### config.mk
export PLATFORM = sky130hd
export DESIGN_NAME = ahb_bus_arbiter
export DESIGN_NICKNAME = d
export VERILOG_FILES = /design/src/rtl/ahb_bus_arbiter.sv
export SDC_FILE = /design/constraint.sdc
export NUM_CORES = 1
export LEC_CHECK = 0
export CAP_MARGIN = 40
export CELL_PAD_IN_SITES_DETAIL_PLACEMENT = 1
export CELL_PAD_IN_SITES_GLOBAL_PLACEMENT = 1
export CORE_ASPECT_RATIO = 0.8
export CORE_MARGIN = 2
export CORE_UTILIZATION = 35
export DETAILED_ROUTE_END_ITERATION = 10
export PLACE_DENSITY = 0.88
export RECOVER_POWER = 100
export SLEW_MARGIN = 20
export SYNTH_ARGS = -nofsm -noshare
export SYNTH_HDL_FRONTEND = slang
export SYNTH_SLANG_ARGS = --single-unit
### constraint.sdc
create_clock -name hclk -period 4 [get_ports hclk]
set_input_delay 0.8 -clock hclk [delete_from_list [all_inputs] [get_ports hclk]]
set_output_delay 0.8 -clock hclk [all_outputs]
set_load 0.1 [all_outputs]
### src/rtl/ahb_bus_arbiter.sv
// ahb_bus_arbiter: round-robin AHB-2 arbiter with burst/lock holding and default-master parking
module ahb_bus_arbiter #(
   parameter int NUM_MASTERS    = 4,
   parameter int DEFAULT_MASTER = 0
) (
   input  logic                   hclk,
   input  logic                   hreset,
   input  logic [NUM_MASTERS-1:0] hbusreq,
   input  logic [NUM_MASTERS-1:0] hlock,
   input  logic [1:0]             htrans,
   input  logic [2:0]             hburst,
   input  logic                   hready,
   input  logic [1:0]             hresp,
   output logic [NUM_MASTERS-1:0] hgrant,
   output logic [3:0]             hmaster,
   output logic                   hmastlock
);
   typedef enum logic [1:0] {FREE, BURST, LOCK} state_t;
   state_t                 w_state;
   logic [NUM_MASTERS-1:0] r_grant, w_win_oh, w_others;
   logic [3:0]             r_master, r_beat_cnt, r_rr_last, w_gidx, w_beat_next, w_win, w_len;
   logic                   r_mastlock, w_glock, w_greq, w_found, w_win_req;
   assign hgrant    = r_grant;
   assign hmaster   = r_master;
   assign hmastlock = r_mastlock;
   always_comb begin
      w_gidx  = '0;
      w_glock = 1'b0;
      w_greq  = 1'b0;
      for (int i = 0; i < NUM_MASTERS; i++)
         if (r_grant[i]) begin
            w_gidx  = 4'(i);
            w_glock = hlock[i];
            w_greq  = hbusreq[i];
         end
   end
   // Errors/retries/splits and IDLE terminate a burst early; BUSY never counts
   always_comb begin
      w_len       = hburst >= 3'd6 ? 4'd15 : hburst >= 3'd4 ? 4'd7 : hburst >= 3'd2 ? 4'd3 : 4'd0;
      w_beat_next = (hresp != 2'd0 || htrans == 2'd0) ? 4'd0
                  : htrans == 2'd2 ? w_len
                  : (htrans == 2'd3 && r_beat_cnt != 4'd0) ? r_beat_cnt - 4'd1
                  : r_beat_cnt;
      w_state     = w_glock ? LOCK : w_beat_next > 4'd1 ? BURST : FREE;
   end
   // Other requesters are scanned from rr_last+1 first; the holder only wins when alone
   always_comb begin
      w_others = hbusreq & ~r_grant;
      w_found  = 1'b0;
      w_win    = 4'(DEFAULT_MASTER);
      w_win_oh = NUM_MASTERS'(1) << DEFAULT_MASTER;
      for (int i = 0; i < NUM_MASTERS; i++)
         if (!w_found && w_others[i] && 4'(i) > r_rr_last) begin
            w_found     = 1'b1;
            w_win       = 4'(i);
            w_win_oh    = '0;
            w_win_oh[i] = 1'b1;
         end
      for (int i = 0; i < NUM_MASTERS; i++)
         if (!w_found && w_others[i] && 4'(i) <= r_rr_last) begin
            w_found     = 1'b1;
            w_win       = 4'(i);
            w_win_oh    = '0;
            w_win_oh[i] = 1'b1;
         end
      if (!w_found && w_greq) begin
         w_win    = w_gidx;
         w_win_oh = r_grant;
      end
      w_win_req = w_found | w_greq;
   end
   always_ff @(posedge hclk or posedge hreset) begin
      if (hreset) begin
         r_grant    <= NUM_MASTERS'(1) << DEFAULT_MASTER;
         r_master   <= 4'(DEFAULT_MASTER);
         r_mastlock <= 1'b0;
         r_beat_cnt <= '0;
         r_rr_last  <= 4'(DEFAULT_MASTER);
      end else if (hready) begin
         r_beat_cnt <= w_beat_next;
         r_master   <= w_gidx;
         r_mastlock <= w_glock;
         if (w_state == FREE) begin
            r_grant <= w_win_oh;
            if (w_win_req) r_rr_last <= w_win;
         end
      end
   end
endmodule
**Run 1: register map, names as in the netlist**

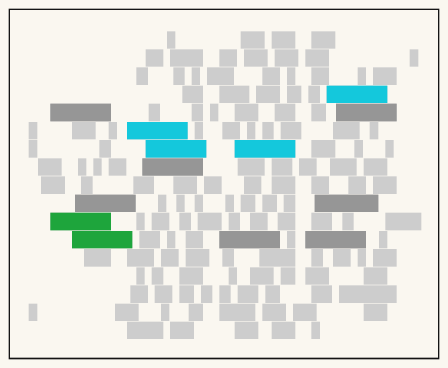
color	name in the netlist	flops
green	r_rr_last	2
cyan	r_beat_cnt	4
not colored	7

**Run 1: signal wires by layer**

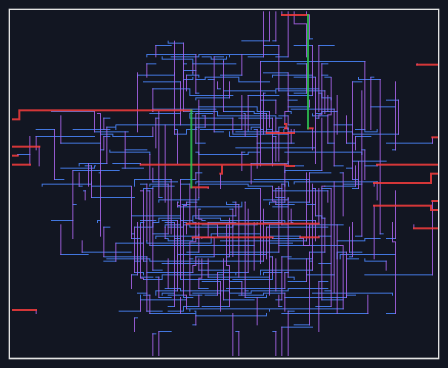
color	layer	wire length
red	M3	148 um
purple	M2	1230 um
blue	M1	1310 um
green	M4	28.6 um
overall routed net length: 2.72 mm
total global routing track utilization: 0.178

**Run 1: ports around the boundary**

Pins as bars across the die edge, other pins in gray.
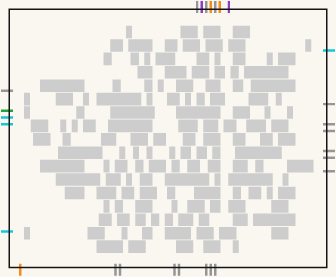
color	port	pins	direction	edge
purple	htrans	2	input	north
green	hreset	1	input	west
orange	hburst	3	input	2 north, 1 south
cyan	hmaster	4	output	3 west, 1 east
all pins by edge	8 south, 7 north, 7 east, 5 west
die outline height: 52.1 um
Die Span X: 64.1 um

run 1: per-layer routing:
| layer | share of wire | track usage | routed length, um | up-vias |
|---|---|---|---|---|
| met2 | 0.45 | 0.286 | 1230 | 27 |
| met3 | 0.054 | 0.0671 | 147 | 4 |
| met1 | 0.48 | 0.227 | 1310 | 479 |
| li1 | - | - | - | 472 |
| met4 | 0.010 | 0.0426 | 28 | 0 |
| met5 | 0 | 0 | 0 | - |
run 1: kinds of logic (layout without fill, tap and decap cells):
kind of cell	after synthesis	count (layout)
compound gates	37	37
simple gates	41	41
fa+ha+maj	1	1
flops	13	13
mux	6	6
buf+inv	13	40
other cells	1	2
run 1: stage by stage:
stage	std cells	area, um^2
4_1_cts	178	1380
3_3_place_gp	167	1240
5_1_grt	178	1330
3_5_place_dp	174	1350
2_1_floorplan	113	1010
6_report	178	1330
run 1: layout by cell type (no fill, tap or decap), types with 2 or more instances in the layout:
cell             count
clkdlybuf4s50_1     17
dfrtp_1             12
a21oi_1              9
nand2_1              9
nor2_1               8
inv_1                6
dlygate4sd3_1        6
clkbuf_1             5
o21ai_0              4
mux2_2               4
a311oi_1             3
and2b_2              3
nor3_1               3
clkbuf_4             3
buf_8                3
nor3b_1              2
nand3b_1             2
o21bai_1             2
a211oi_1             2
a31oi_1              2
a21o_1               2
a22oi_1              2
nand2b_1             2
a32oi_1              2
a21bo_2              2
mux2i_1              2
conb_1               2
run 1: flip-flops by register name, summed over array words and instances, names as in the netlist:
name / count
hmaster: 2
hmastlock: 1
r_rr_last: 2
r_beat_cnt: 4
hgrant: 4
run 1: cell type report:
cell class | instances | area [um^2] | area share
Multi-Input combinational cell | 87 | 618 | 0.464
Sequential cell | 13 | 327 | 0.245
Timing Repair Buffer | 30 | 290 | 0.218
Tap cell | 38 | 47.5 | 0.0357
Clock buffer | 4 | 26.3 | 0.0197
Inverter | 6 | 22.5 | 0.0169
run 1: critical path, stage by stage:
cell           delay (ps)
dlygate4sd3_1         770
a21bo_2               190
a311oi_1              110
a2111o_1              410
nor4_1                520
mux2_2                400
run 1: report_power, final:
part           switching [mW]  internal (mW)  total [mW]
clock                  0.0413         0.0386      0.0799
combinational           0.413          0.227       0.640
sequential             0.0759          0.179       0.255
run 1: final timing paths:
kind                               start       endpoint  slack (ps)  depth (start not counted)
min in group asynchronous         hreset  r_beat_cnt[3]         990                          2
hold reg to reg                hmastlock      hmastlock         510                          2
setup / recovery               htrans[1]   r_rr_last[1]         950                          6
setup reg to reg           r_beat_cnt[1]   r_rr_last[1]        1610                          7
max in group asynchronous         hreset      hgrant[0]        2660                          2
hold / removal                 hmastlock      hmastlock         510                          2
==> out/qor.tcl, run 1 <==
set qor(run_status) {finished clean}
set qor(final.period_utilization) 0.763
set qor(stage_log_warnings) 27
set qor(post_synth_main_area_contributors) {dfrtp_1, a21oi_1, mux2_2}
set qor(drc) 0
set qor(synthDominantCellAreaShare) 0.297
set qor(antenna_violations_before_repair) 0
set qor(ctsHtreeMaxLevel) 1
set qor(yosysWarningCount) 0
set qor(power.density_cell_area_nw_per_um2) 732
set qor(rows) 17
set qor(dr.pass1.iters) 4
set qor(remaining_overflow_grt) 0
set qor(synth_stat.cells) 112
set qor(grt_setup_unrepaired) {false}
set qor(max_cap_violations) 0
set qor(drt_iter0_drc) 17
set qor(drt-vias-per-instance) 5.52
set qor(clock_latency_reported_for_the_late_side_of_the_worst_skew_pair_ps) 270
set qor(p_leak_nw) 0.543
set qor(timing.setup.tns_ps) 0
set qor(tritoncts) {done}
set qor(area_share_of_xor_xnor_cells_in_the_synthesized_design) 0
set qor(skew_ps) 6.80
set qor(avgRoutedWirePerCell_um) 15.3
set qor(setup.worst_path.start_class) {input pin}
set qor(synth_cells) 112
set qor(synth.yosys.chip_area_um2) 1010
set qor(power_uw) 975
set qor(synthArstFlopShare) 1.00
set qor(antenna_cells) 0
set qor(max_slew_margin) 0.225
set qor(num-nets-final) 160
set qor(number_of_flops_mapped_to_enable_cells_by_yosys) 0
set qor(synthAoiAreaFrac) 0.270
set qor(post_dp_hpwl_mm) 2.17
set qor(ff_type) {dfrtp_1}
set qor(timing_hold_violations_final) 0
set qor(max_frequency_ghz) 0.327
set qor(cts_buffers) 3
set qor(cts_root_buf) {clkbuf_4}
set qor(yosys-mux-area-fraction) 0.0644
set qor(globalplace.congestion) 0.879
set qor(synthesis.area_um2) 1010
set qor(detailedPlace.worstSlack_ps) 732
set qor(cp_data_required_time_ps) 4160
set qor(maximum_number_of_pins_on_one_net_before_global_route_repair) 14
set qor(synth.top_cells.by_count) {dfrtp_1, a21oi_1, nand2_1, nor2_1, inv_1}
set qor(synth.cellmix.simpleShare) 0.257
set qor(finalSetupViolCount) 0
set qor(fp.dieArea_um2) 3340
set qor(synth_top_cell_by_count) {dfrtp_1}
set qor(timing_worst_slew_pin_value_ps) 1170
set qor(cts.repair.resized) 0
set qor(core_um2) 2740
set qor(clock_pin_slew_worst_setup_and_hold_paths_ps) 80
set qor(numSynthFlops) 13
set qor(design.portCount) 27
set qor(critPathCaptureType) {flip-flop}
set qor(number_of_global_route_vias_before_repair) 983
set qor(detail-route-antenna-nets) 0
set qor(fill_cells) 314
set qor(critPathArrivalTime_ps) 3210
set qor(count_of_hold_fix_buffers_inserted_at_cts) 0
**Run 1: clock nets**

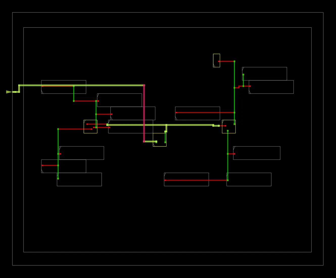

## Run 2: what changed since run 1
==> constraint.sdc (replaced) <==
create_clock -name hclk -period 3 [get_ports hclk]
set_input_delay 0.6 -clock hclk [delete_from_list [all_inputs] [get_ports hclk]]
set_output_delay 0.6 -clock hclk [all_outputs]
set_load 0.1 [all_outputs]
**Run 2: clock nets**

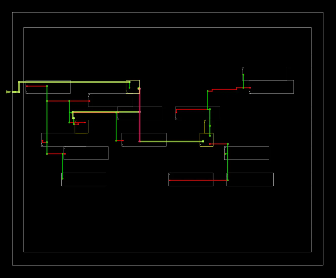
clock buffers created by TritonCTS: 3
clock group total power: 110 uW
clock latency reported for the late side of the worst-skew pair: 280 ps

**Run 2: signal wires by layer**

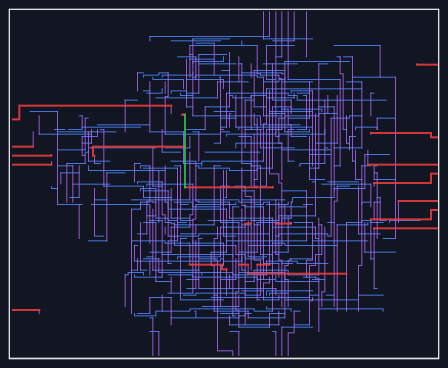
color	layer	wire length
blue	M1	1330 um
red	M3	161 um
green	M4	10.9 um
purple	M2	1420 um

==> run 2 against run 1 <==
First-iteration DRC count rose by 88%. Clock power rose by 38%. Critical path depth rose by 2. Sequential share of layout area rose by 1.5 points. Global-route usage rose by 2.1 points. Critical endpoint unchanged. Highest routed layer unchanged.
==> out/qor.tcl, run 2 <==
set qor(critPathArrivalTime_ps) 2850 ;# -360 ps
set qor(max_frequency_ghz) 0.374
set qor(stage_log_warnings) 27 ;# unchanged
set qor(remaining_overflow_grt) 0 ;# unchanged
set qor(post_dp_hpwl_mm) 2.31 ;# +6.7%
set qor(die_width_um) 64.1 ;# unchanged
set qor(cp_data_required_time_ps) 3170 ;# -990 ps
set qor(detail-route-antenna-nets) 0 ;# unchanged
set qor(ctsHtreeMaxLevel) 1 ;# unchanged
set qor(drt-vias-per-instance) 5.64 ;# +2.2%
set qor(run_status) {finished clean}
set qor(synthArstFlopShare) 1.00 ;# unchanged
set qor(synth.cellmix.simpleShare) 0.257 ;# unchanged
set qor(synth_cells) 112 ;# unchanged
set qor(synthesis.area_um2) 1010 ;# unchanged
set qor(setup.worst_path.start_class) {input pin}
set qor(number_of_global_route_vias_before_repair) 1053 ;# +7.1%
set qor(drt_iter0_drc) 32 ;# +15
set qor(layout_top_cell_excl_fill_tap) {clkdlybuf4s50_1}
set qor(routed_wirelength_mm) 2.92 ;# +7.5%
set qor(finalSetupViolCount) 0 ;# unchanged
set qor(power.density_cell_area_nw_per_um2) 952 ;# +30%
set qor(synth.yosys.chip_area_um2) 1010 ;# unchanged
set qor(gr-usage-met2) 0.337 ;# +0.0503
set qor(synthAoiAreaFrac) 0.270 ;# unchanged
set qor(core_um2) 2740 ;# unchanged
set qor(grtUsageMet3) 0.0606 ;# -0.00649
set qor(area_share_of_xor_xnor_cells_in_the_synthesized_design) 0 ;# unchanged
set qor(antenna_cells) 0 ;# unchanged
set qor(clock_pin_slew_worst_setup_and_hold_paths_ps) 80 ;# about the same
set qor(critPathCaptureType) {flip-flop}
set qor(synthDominantCellAreaShare) 0.297 ;# unchanged
set qor(final.period_utilization) 0.892
set qor(layout_top_cells) {clkdlybuf4s50_1, dfrtp_1, clkbuf_1, a21oi_1, nand2_1}
set qor(timing_worst_slew_pin_value_ps) 1180 ;# +14.9 ps
set qor(detailedPlace.worstSlack_ps) 202 ;# -530 ps
set qor(grt.total_usage) 0.199 ;# +0.0213
set qor(timing.setup.tns_ps) 0 ;# unchanged
set qor(synth_top_cell_by_count) {dfrtp_1}
set qor(p_leak_nw) 0.506 ;# -6.7%
set qor(design.portCount) 27 ;# unchanged
set qor(timing_hold_violations_final) 0 ;# unchanged
set qor(fp.dieArea_um2) 3340 ;# unchanged
set qor(maximum_number_of_pins_on_one_net_before_global_route_repair) 14 ;# unchanged
set qor(yosysWarningCount) 0 ;# unchanged
set qor(max_slew_margin) 0.215 ;# -0.00986
set qor(globalRouteMet1Util) 0.254 ;# +0.0271
set qor(grt_setup_unrepaired) {false}
set qor(cts_root_buf) {clkbuf_4}
set qor(avgRoutedWirePerCell_um) 16.6 ;# +8.7%
set qor(dr.pass1.iters) 4 ;# unchanged
set qor(fill_cells) 326 ;# +3.8%
set qor(globalplace.congestion) 0.882 ;# +0.38%
set qor(numSynthFlops) 13 ;# unchanged
set qor(num-nets-final) 158 ;# -1.3%
**Run 2: gate families picked out**

The bar under the picture is 20 um long.
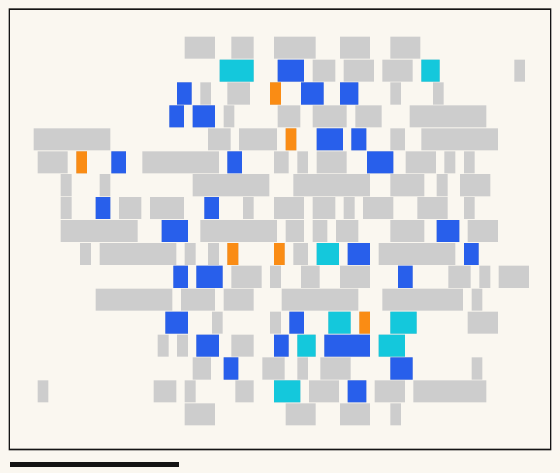
color	family	cells
orange	inv cells	6
blue	aoi and oai cells	28
cyan	and/or cells	8

[run 2: worst max-delay path, cell delays in order]
cell and delay (ps):
clkdlybuf4s50_1 430, clkbuf_1 250, nand2b_4 170, a311oi_1 110, a2111o_1 410, nor4_1 340
clkbuf_1 190, mux2_2 350
[run 2: worst paths after layout]
| path | startpoint | to | slack (ps) | cells after the start |
|---|---|---|---|---|
| min in group asynchronous | hreset | hmaster[1] | 780 | 2 |
| worst min register to register | hmastlock | hmastlock | 500 | 2 |
| worst min-delay path | hmastlock | hmastlock | 500 | 2 |
| max in group asynchronous | hreset | hgrant[0] | 1870 | 2 |
| worst max register to register | r_beat_cnt[1] | r_rr_last[1] | 640 | 8 |
| worst max-delay path | htrans[1] | r_rr_last[1] | 320 | 8 |
[run 2: metal layers]
layer  vias up  wire length (um)  part of all wire
li1        469                 -                 -
met1       493              1330              0.45
met2        27              1420              0.49
met3         3               161             0.055
met4         0                10            0.0034
met5         -                 0                 0
[run 2: cells by family after synthesis]
group | after synthesis
muxes | 6
adders and majority gates | 1
and+or+nand+nor | 41
AOI/OAI and AO/OA | 37
other | 1
DFF | 13
buffers and inverters | 13
[run 2: layout make-up]
type / instances / area, um^2 / share of cell area
Clock buffer: 4 / 26.3 / 0.0210
Inverter: 6 / 22.5 / 0.0180
Tap cell: 38 / 47.5 / 0.0379
Multi-Input combinational cell: 87 / 618 / 0.493
Timing Repair Buffer: 28 / 213 / 0.170
Sequential cell: 13 / 327 / 0.260
[run 2: where the power goes]
part | internal [mW] | total, mW | switching [mW]
sequential | 0.239 | 0.342 | 0.103
clock | 0.0517 | 0.110 | 0.0587
combinational | 0.205 | 0.742 | 0.537
[run 2: metrics by stage]
stage	utilization	instance area [um^2]	hold WS (ps)	cells
detailed placement	0.461	1260	494	172
CTS	0.471	1290	513	176
finish	0.457	1250	501	176
global route	0.457	1250	548	176
global placement	0.461	1260	484	172
floorplan	-	1010	476	113
**Run 2: ports around the boundary**

Pins as bars across the die edge, other pins in gray.
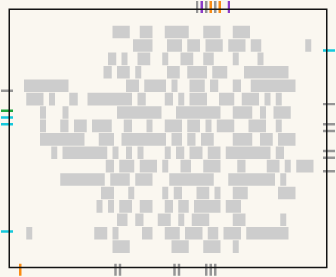

## Run 3: what changed since run 2
--- a/config.mk
+++ b/config.mk
@@ -8,7 +8,6 @@
 export CAP_MARGIN = 40
 export CELL_PAD_IN_SITES_DETAIL_PLACEMENT = 1
 export CELL_PAD_IN_SITES_GLOBAL_PLACEMENT = 1
-export CORE_ASPECT_RATIO = 0.8
 export CORE_MARGIN = 2
 export CORE_UTILIZATION = 35
 export DETAILED_ROUTE_END_ITERATION = 10
==> constraint.sdc (replaced) <==
create_clock -name hclk -period 3.1 [get_ports hclk]
set_input_delay 0.62 -clock hclk [delete_from_list [all_inputs] [get_ports hclk]]
set_output_delay 0.62 -clock hclk [all_outputs]
set_load 0.1 [all_outputs]
**Run 3: ports around the boundary**

Pins as bars across the die edge, other pins in gray.
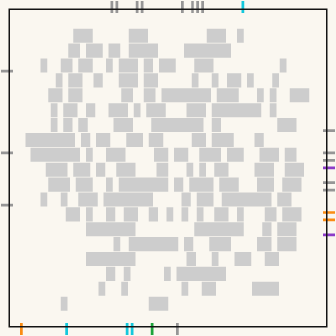
color	port	pins	direction	edge
purple	htrans	2	input	east
green	hreset	1	input	south
orange	hburst	3	input	2 east, 1 south
cyan	hmaster	4	output	3 south, 1 north
die outline height: 57.7 um
tally of buffers added on design ports: 23
Die Span X: 57.7 um

**Run 3: register map, names as in the netlist**

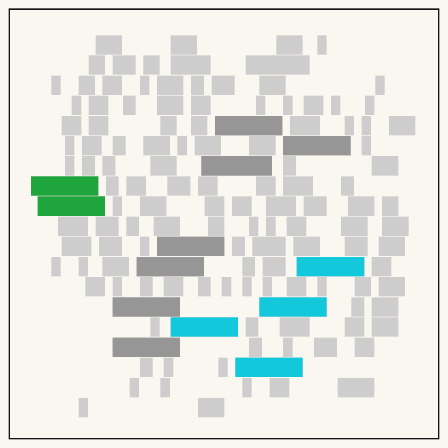
color	name in the netlist	flops
green	r_rr_last	2
cyan	r_beat_cnt	4
sequential fraction of total cell area: 0.266
Seq power: 334 uW
sequential cell area: 327 um^2
core utilization of the finished layout: 0.446

**Run 3: clock nets**

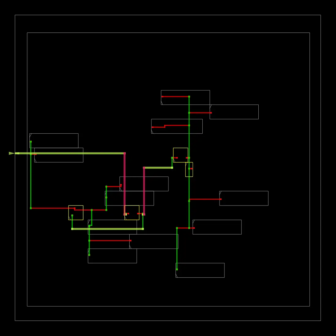
clock latency reported for the late side of the worst-skew pair: 270 ps
setup skew after layout: 2.50 ps
Clock Sink Count: 13
count of clock-net buffers in the final layout: 4
sequential cells: 13

==> run 3 against run 2 <==
Critical path depth is 1 lower. Core utilization fell by 1.1 points. Global-route usage is 1.6 points lower. Die area about the same. Cell count is 5.7% lower. Clock skew is 1.8 ps higher. Non-clock buffer count down 3. Clock power shrank 5%. Hold slack gained 12 ps. First-iteration DRC count down 9.4%. Routed wire length fell by 2.6%. Critical endpoint is now r_rr_last[0]. Highest routed layer unchanged.
==> out/qor.tcl, run 3 <==
set qor(slowest_stage) {dlygate4sd3_1}
set qor(synthesis.area_um2) 1010 ;# unchanged
set qor(fp.dieArea_um2) 3330 ;# about the same
set qor(num-nets-final) 155 ;# -1.9%
set qor(p_int_uw) 474 ;# -4.3%
set qor(timing_hold_violations_final) 0 ;# unchanged
set qor(cts_root_buf) {clkbuf_4}
set qor(core_um2) 2760 ;# +0.50%
set qor(grt_setup_unrepaired) {false}
set qor(design.portCount) 27 ;# unchanged
set qor(cp_data_required_time_ps) 3260 ;# +90 ps
set qor(p_leak_nw) 0.499 ;# -1.4%
set qor(antenna_cells) 0 ;# unchanged
set qor(routed_wirelength_mm) 2.84 ;# -2.6%
set qor(cts_buffers) 3 ;# unchanged
set qor(number_of_global_route_vias_before_repair) 1062 ;# +0.85%
set qor(synth.cellmix.simpleShare) 0.257 ;# unchanged
set qor(drt-vias-per-instance) 6.17 ;# +9.4%
set qor(critPathArrivalTime_ps) 2980 ;# +130 ps
set qor(synth_cells) 112 ;# unchanged
set qor(synthDominantCellAreaShare) 0.297 ;# unchanged
set qor(max_frequency_ghz) 0.355
set qor(avgRoutedWirePerCell_um) 17.1 ;# +3.3%
set qor(run_status) {finished clean}
set qor(power.share.sequential) 0.292 ;# +0.006
set qor(remaining_overflow_grt) 0 ;# unchanged
set qor(area_share_of_xor_xnor_cells_in_the_synthesized_design) 0 ;# unchanged
set qor(final_cells) 166 ;# -5.7%
set qor(detail-route-antenna-nets) 0 ;# unchanged
set qor(synth.yosys.chip_area_um2) 1010 ;# unchanged
set qor(clock_pin_slew_worst_setup_and_hold_paths_ps) 80 ;# about the same
set qor(detailedPlace.worstSlack_ps) 106 ;# -96.2 ps
set qor(dr.pass1.iters) 4 ;# unchanged
set qor(power.density_cell_area_nw_per_um2) 931 ;# -2.3%
set qor(synthAoiAreaFrac) 0.270 ;# unchanged
set qor(synthArstFlopShare) 1.00 ;# unchanged
set qor(layout_top_cell_excl_fill_tap) {clkdlybuf4s50_1}
-- run 3: area by class of cell --
| cell class | count | area [um^2] |
|---|---|---|
| Multi-Input combinational cell | 87 | 618 |
| Sequential cell | 13 | 327 |
| Inverter | 6 | 22.5 |
| Fill cell | 349 | 1530 |
| Clock buffer | 4 | 26.3 |
| Timing Repair Buffer | 25 | 198 |
| Tap cell | 31 | 38.8 |
-- run 3: final timing paths --
| kind | startpoint | endpoint | slack, ps | depth (start not counted) |
|---|---|---|---|---|
| min in group asynchronous | hreset | r_beat_cnt[0] | 820 | 2 |
| worst min-delay path | hmastlock | hmastlock | 510 | 2 |
| worst max register to register | r_beat_cnt[1] | r_rr_last[0] | 710 | 7 |
| max in group asynchronous | hreset | hgrant[0] | 1920 | 2 |
| worst min register to register | hmastlock | hmastlock | 510 | 2 |
| worst max-delay path | htrans[1] | r_rr_last[0] | 280 | 7 |
-- run 3: cells by family after synthesis --
family                   count (synthesis)
buffers and inverters                   13
other                                    1
AND/OR/NAND/NOR                         41
multiplexers                             6
adder cells (fa/ha/maj)                  1
AND-OR/OR-AND                           37
flip-flops                              13
-- run 3: worst max-delay path: cells and delay by family --
family | cells | cell delay, ps
buf+inv | 2 | 830
compound gates | 3 | 650
simple gates | 1 | 490
mux | 1 | 390
-- run 3: per-layer routing --
| layer | part of all wire | up-vias | GRT usage |
|---|---|---|---|
| met5 | 0 | - | 0 |
| met2 | 0.54 | 39 | 0.338 |
| met1 | 0.39 | 517 | 0.203 |
| met4 | 0.015 | 0 | 0.0664 |
| li1 | - | 462 | - |
| met3 | 0.063 | 6 | 0.0446 |
-- run 3: metrics by stage --
stage	hold WS, ps	instance area [um^2]
3_3_place_gp	485	1230
5_1_grt	564	1230
6_report	513	1230
4_1_cts	533	1260
2_1_floorplan	496	1010
3_5_place_dp	514	1230
-- run 3: power groups by stage --
stage / sequential [mW] / combinational, mW / clock [mW]
6_report: 0.334 / 0.706 / 0.104
5_1_grt: 0.349 / 0.748 / 0.117
4_1_cts: 0.336 / 0.746 / 0.109
3_5_place_dp: 0.339 / 0.744 / 0
3_3_place_gp: 0.334 / 0.723 / 0
2_1_floorplan: 0.588 / 0.326 / 0
No activity file was given, so power comes from the tool's default toggle rates.
